**src/rtl/sigma_arith_pkg.sv**
```systemverilog
// Shared arithmetic definitions for the multiplier/divider pair:
// default operand width and the one-hot phase encoding.
package sigma_arith_pkg;

  localparam int unsigned WIDTH_DEF = 32;

  localparam logic [2:0] PH1 = 3'b001;
  localparam logic [2:0] PH2 = 3'b010;
  localparam logic [2:0] PH3 = 3'b100;

  typedef enum logic [2:0] {
    IDLE = PH1,
    ITER = PH2,
    FIX  = PH3
  } phase_e;

endpackage

```
**src/rtl/divider_if.sv**
```systemverilog
// Start/done handshake and operand/result bus of the divider.
// Vectors are MSB-first: bit 0 is the most significant bit.
interface divider_if
  import sigma_arith_pkg::*;
#(
  parameter int unsigned WIDTH = WIDTH_DEF
);

  logic                 start;
  logic [0:2*WIDTH-1]   dividend;
  logic [0:WIDTH-1]     divisor;
  logic [0:WIDTH-1]     quotient;
  logic [0:WIDTH-1]     remainder;
  logic                 overflow;
  logic                 done;

  modport master (
    output start, dividend, divisor,
    input  quotient, remainder, overflow, done
  );

  modport slave (
    input  start, dividend, divisor,
    output quotient, remainder, overflow, done
  );

endinterface

```
**src/rtl/divider_addsub.sv**
```systemverilog
// (WIDTH+1)-bit add/subtract of the divisor for one non-restoring step.
// Carry out is dropped; the true result always fits the signed range.
module divider_addsub #(
  parameter int unsigned WIDTH = 32
) (
  input  logic [WIDTH:0]   operand,
  input  logic [WIDTH-1:0] divisor,
  input  logic             subtract,
  output logic [WIDTH:0]   result
);

  always_comb begin
    if (subtract)
      result = operand - {1'b0, divisor};
    else
      result = operand + {1'b0, divisor};
  end

endmodule

```
**src/rtl/divider.sv**
```systemverilog
// Unsigned 2W/W non-restoring divider, one quotient bit per clock,
// start/done handshake shared with the bit-pair multiplier.
module divider
  import sigma_arith_pkg::*;
#(
  parameter int unsigned WIDTH = WIDTH_DEF
) (
  input  logic     clock,
  input  logic     reset,
  divider_if.slave bus
);

  localparam int unsigned CW = $clog2(WIDTH);

  phase_e            state;
  logic [CW-1:0]     count;
  logic [WIDTH:0]    a;
  logic [WIDTH-1:0]  b;
  logic [WIDTH-1:0]  dvs;
  logic              ovf;
  logic [WIDTH-1:0]  quotient_q;
  logic [WIDTH-1:0]  remainder_q;
  logic              overflow_q;
  logic              done_q;

  logic [WIDTH-1:0]  hi;
  logic [WIDTH-1:0]  lo;
  logic [WIDTH:0]    sh;
  logic [WIDTH:0]    sum;

  // Ascending port slices map leftmost-to-leftmost, so MSB-first order is kept.
  always_comb begin
    hi = bus.dividend[0:WIDTH-1];
    lo = bus.dividend[WIDTH:2*WIDTH-1];
    sh = {a[WIDTH-1:0], b[WIDTH-1]};
  end

  divider_addsub #(.WIDTH(WIDTH)) u_addsub (
    .operand  (sh),
    .divisor  (dvs),
    .subtract (~a[WIDTH]),
    .result   (sum)
  );

  always_ff @(posedge clock or posedge reset) begin
    if (reset) begin
      state       <= IDLE;
      count       <= '0;
      a           <= '0;
      b           <= '0;
      dvs         <= '0;
      ovf         <= 1'b0;
      quotient_q  <= '0;
      remainder_q <= '0;
      overflow_q  <= 1'b0;
      done_q      <= 1'b1;
    end else begin
      case (state)
        IDLE: begin
          if (bus.start) begin
            done_q <= 1'b0;
            dvs    <= bus.divisor;
            if (bus.divisor == '0 || hi >= bus.divisor) begin
              ovf   <= 1'b1;
              state <= FIX;
            end else begin
              ovf   <= 1'b0;
              a     <= {1'b0, hi};
              b     <= lo;
              count <= CW'(WIDTH - 1);
              state <= ITER;
            end
          end
        end
        ITER: begin
          // Low dividend bits shift out of b's top as quotient bits enter its bottom.
          a     <= sum;
          b     <= {b[WIDTH-2:0], ~sum[WIDTH]};
          count <= count - CW'(1);
          if (count == '0)
            state <= FIX;
        end
        FIX: begin
          if (ovf) begin
            quotient_q  <= '1;
            remainder_q <= '0;
            overflow_q  <= 1'b1;
          end else begin
            quotient_q  <= b;
            remainder_q <= a[WIDTH] ? (a[WIDTH-1:0] + dvs) : a[WIDTH-1:0];
            overflow_q  <= 1'b0;
          end
          done_q <= 1'b1;
          state  <= IDLE;
        end
        default: state <= IDLE;
      endcase
    end
  end

  assign bus.quotient  = quotient_q;
  assign bus.remainder = remainder_q;
  assign bus.overflow  = overflow_q;
  assign bus.done      = done_q;

endmodule

```
**src/flat_wrapper.sv**
```systemverilog
// flat-port wrapper written by rule: the top's interface ports become plain ports
module divider_flat import sigma_arith_pkg::*;
#(
  parameter int unsigned WIDTH = WIDTH_DEF
)
  (clock, reset, bus_start, bus_dividend, bus_divisor, bus_quotient, bus_remainder, bus_overflow, bus_done);
  divider_if #(.WIDTH(WIDTH)) bus_i ();
  input  logic clock;
  input  logic reset;
  input wire logic [$bits(bus_i.start)-1:0] bus_start;
  input wire logic [$bits(bus_i.dividend)-1:0] bus_dividend;
  input wire logic [$bits(bus_i.divisor)-1:0] bus_divisor;
  output wire logic [$bits(bus_i.quotient)-1:0] bus_quotient;
  output wire logic [$bits(bus_i.remainder)-1:0] bus_remainder;
  output wire logic [$bits(bus_i.overflow)-1:0] bus_overflow;
  output wire logic [$bits(bus_i.done)-1:0] bus_done;
  assign bus_i.start = bus_start;
  assign bus_i.dividend = bus_dividend;
  assign bus_i.divisor = bus_divisor;
  assign bus_quotient = bus_i.quotient;
  assign bus_remainder = bus_i.remainder;
  assign bus_overflow = bus_i.overflow;
  assign bus_done = bus_i.done;
  divider #(.WIDTH(WIDTH)) u_core (.clock(clock), .reset(reset), .bus(bus_i));
endmodule
```
**config.mk**
```make
export PLATFORM = sky130hd
export DESIGN_NAME = divider_flat
export DESIGN_NICKNAME = d
export VERILOG_FILES = /design/src/rtl/sigma_arith_pkg.sv /design/src/rtl/divider_if.sv /design/src/rtl/divider_addsub.sv /design/src/rtl/divider.sv /design/src/flat_wrapper.sv
export SDC_FILE = /design/constraint.sdc
export NUM_CORES = 1
export LEC_CHECK = 0
export CAP_MARGIN = 40
export CORE_UTILIZATION = 35
export DETAILED_ROUTE_END_ITERATION = 6
export DONT_BUFFER_PORTS = 1
export PLACE_DENSITY_LB_ADDON = 0.08
export SYNTH_ARGS = -nofsm -noshare
export SYNTH_HDL_FRONTEND = slang
export SYNTH_SLANG_ARGS = --single-unit
```
**constraint.sdc**
```tcl
create_clock -name clock -period 9.6 [get_ports clock]
set_input_delay 1.92 -clock clock [delete_from_list [all_inputs] [get_ports clock]]
set_output_delay 1.92 -clock clock [all_outputs]
set_load 0.01 [all_outputs]
```
==> results.cfg <==
; yosys + openroad results
[outcome]
outcome = completed

[logic_synthesis]
synth.cell_area_sq_um = 11980
synth_top_area_share_pct = 35.51
synth-seq-area-share_pct = 35.95
synth_top_cell_by_count = sky130_fd_sc_hd__nand2_1
share_of_async_settable_or_async_resettable_flops_after_synthesis_pct = 100.0
edf_count = 0
synth.mux.area_fraction_pct = 7.373
post_synth_num_cell_types = 61
yosysTopAreaCell = sky130_fd_sc_hd__dfrtp_1

[finish]
layout-area-overhead-vs-synth_pct = 9.045
final_layout_top_logic_cells = 215 x sky130_fd_sc_hd__nand2_1, 192 x sky130_fd_sc_hd__o21ai_0, 169 x sky130_fd_sc_hd__dfrtp_1
finalNonFillerCells = 1825
most_common_cell_after_layout_fill_and_taps_aside = sky130_fd_sc_hd__nand2_1

[detailed_routing]
route.detailed.vias_per_inst = 5.313
drc = 0
routed-via-count = 9696
first_iter_violations = 638
met3_wirelength_mm = 1.483
wl_met2_mm = 14.89

[final_timing]
fin_skew_ps = 13.37
count_of_final_setup_violators = 0
relSlewSlack_pct = 43.66
final.setup.worst_slack_ps = 4525
max_slew.worst_pin.slew_ps = 845.1

[setup_path]
timing.rr.start = u_core.dvs[6]
crit_required_ps = 9940
setup.worst_path.end = u_core.a[32]
cp_max_fo = 6
timing_worst_setup_path_type = register to register
worst-r2r-cell-count = 16
critPathLaunchType = register
cp-startpoint = u_core.dvs[6]
cp_data_arrival_time_ps = 5410

[die]
design.core.area_sq_um = 33620
core_util_floorplan_pct = 35.64
die.size.x_microns = 187.0

[job]
log.warning_count = 28
maxCapViolCount = 0

[placed_design]
gpl.final_weighted_congestion = 0.8295
post_placement_cell_count = 1794
detailedPlace.worstSlack_ps = 4343

[min_path]
worstHoldPathType = register to register
worst_hold_startpoint = u_core.bus.done

[cts]
post-cts-setup-buffer-count = 0
cts_hold_buf = 0
resized_after_cts = 0
cts_tree = done
cts.clk_slew.worst_paths_ps = 70

[grt]
grt_util_met2_pct = 30.48
grt_max_degree = 85
grt_antenna_before_repair = 0
==> flip-flops by register name, summed over array words and instances, names as in the netlist <==
| register | flops |
|---|---|
| u_core.ovf | 1 |
| u_core.count | 5 |
| u_core.a | 33 |
| u_core.bus.quotient | 32 |
| u_core.state | 3 |
| u_core.dvs | 32 |
| u_core.bus.remainder | 32 |
| u_core.b | 32 |
| u_core.bus.done | 1 |
| u_core.bus.overflow | 1 |
==> power by group <==
group	internal [mW]	switching, mW
Combinational	1.40	1.85
Sequential	1.08	0.497
Clock	0.373	0.352
Total	2.85	2.70
==> worst max-delay path: stages (launching register included) <==
cell and delay, ps:
sky130_fd_sc_hd__dfrtp_1 450, sky130_fd_sc_hd__or4_1 620, sky130_fd_sc_hd__nor4_1 400, sky130_fd_sc_hd__nand2_1 320
sky130_fd_sc_hd__nor2_1 220, sky130_fd_sc_hd__nor2_1 70, sky130_fd_sc_hd__xor2_1 170, sky130_fd_sc_hd__ha_1 410
sky130_fd_sc_hd__nand4_1 130, sky130_fd_sc_hd__a21oi_1 160, sky130_fd_sc_hd__a211oi_1 100, sky130_fd_sc_hd__or3_1 420
sky130_fd_sc_hd__o211a_1 260, sky130_fd_sc_hd__or3b_2 530, sky130_fd_sc_hd__a21oi_1 260, sky130_fd_sc_hd__nor4_1 110
sky130_fd_sc_hd__a311o_1 330
==> final cells by class <==
type | count | area, sq um | area share (%)
clock buffers | 17 | 425.4 | 3.256
clock inverters | 14 | 170.2 | 1.303
inverters | 58 | 222.7 | 1.705
multi-input cells | 1101 | 7247 | 55.47
flip-flops and latches | 172 | 4308 | 32.98
well taps | 448 | 560.5 | 4.291
repair buffers | 15 | 130.1 | 0.9961
**Track usage over the die**

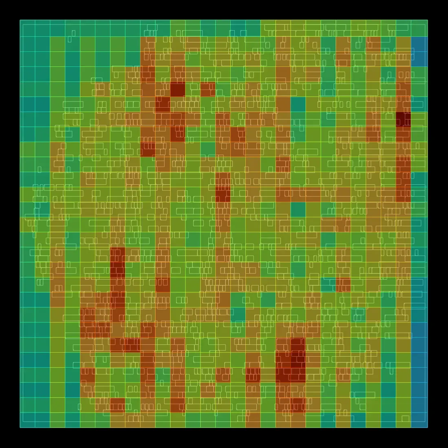
M1 GR Usage: 29.91%
most used routing layer in global routing: met2
gr usage total: 20.66%

**Placement by cell class**

(2 px per micron) Fill, decap, tap and diode cells in gray.
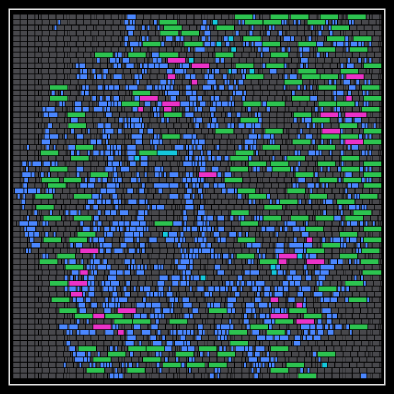
legend:
  remaining buffers and delay cells:
    color: cyan
    cells: 15
    share_of_their_area: 1.0%
  clock drivers and dummy loads:
    color: magenta
    cells: 31
    share_of_their_area: 4.8%
  registers:
    color: green
    cells: 172
    share_of_their_area: 34%
  remaining logic cells:
    color: blue
    cells: 1159
    share_of_their_area: 60%
fraction of standard cell area that is sequential: 32.98%
post-layout util: 38.86%
row count: 67

Power is estimated from default activity; no workload was simulated.
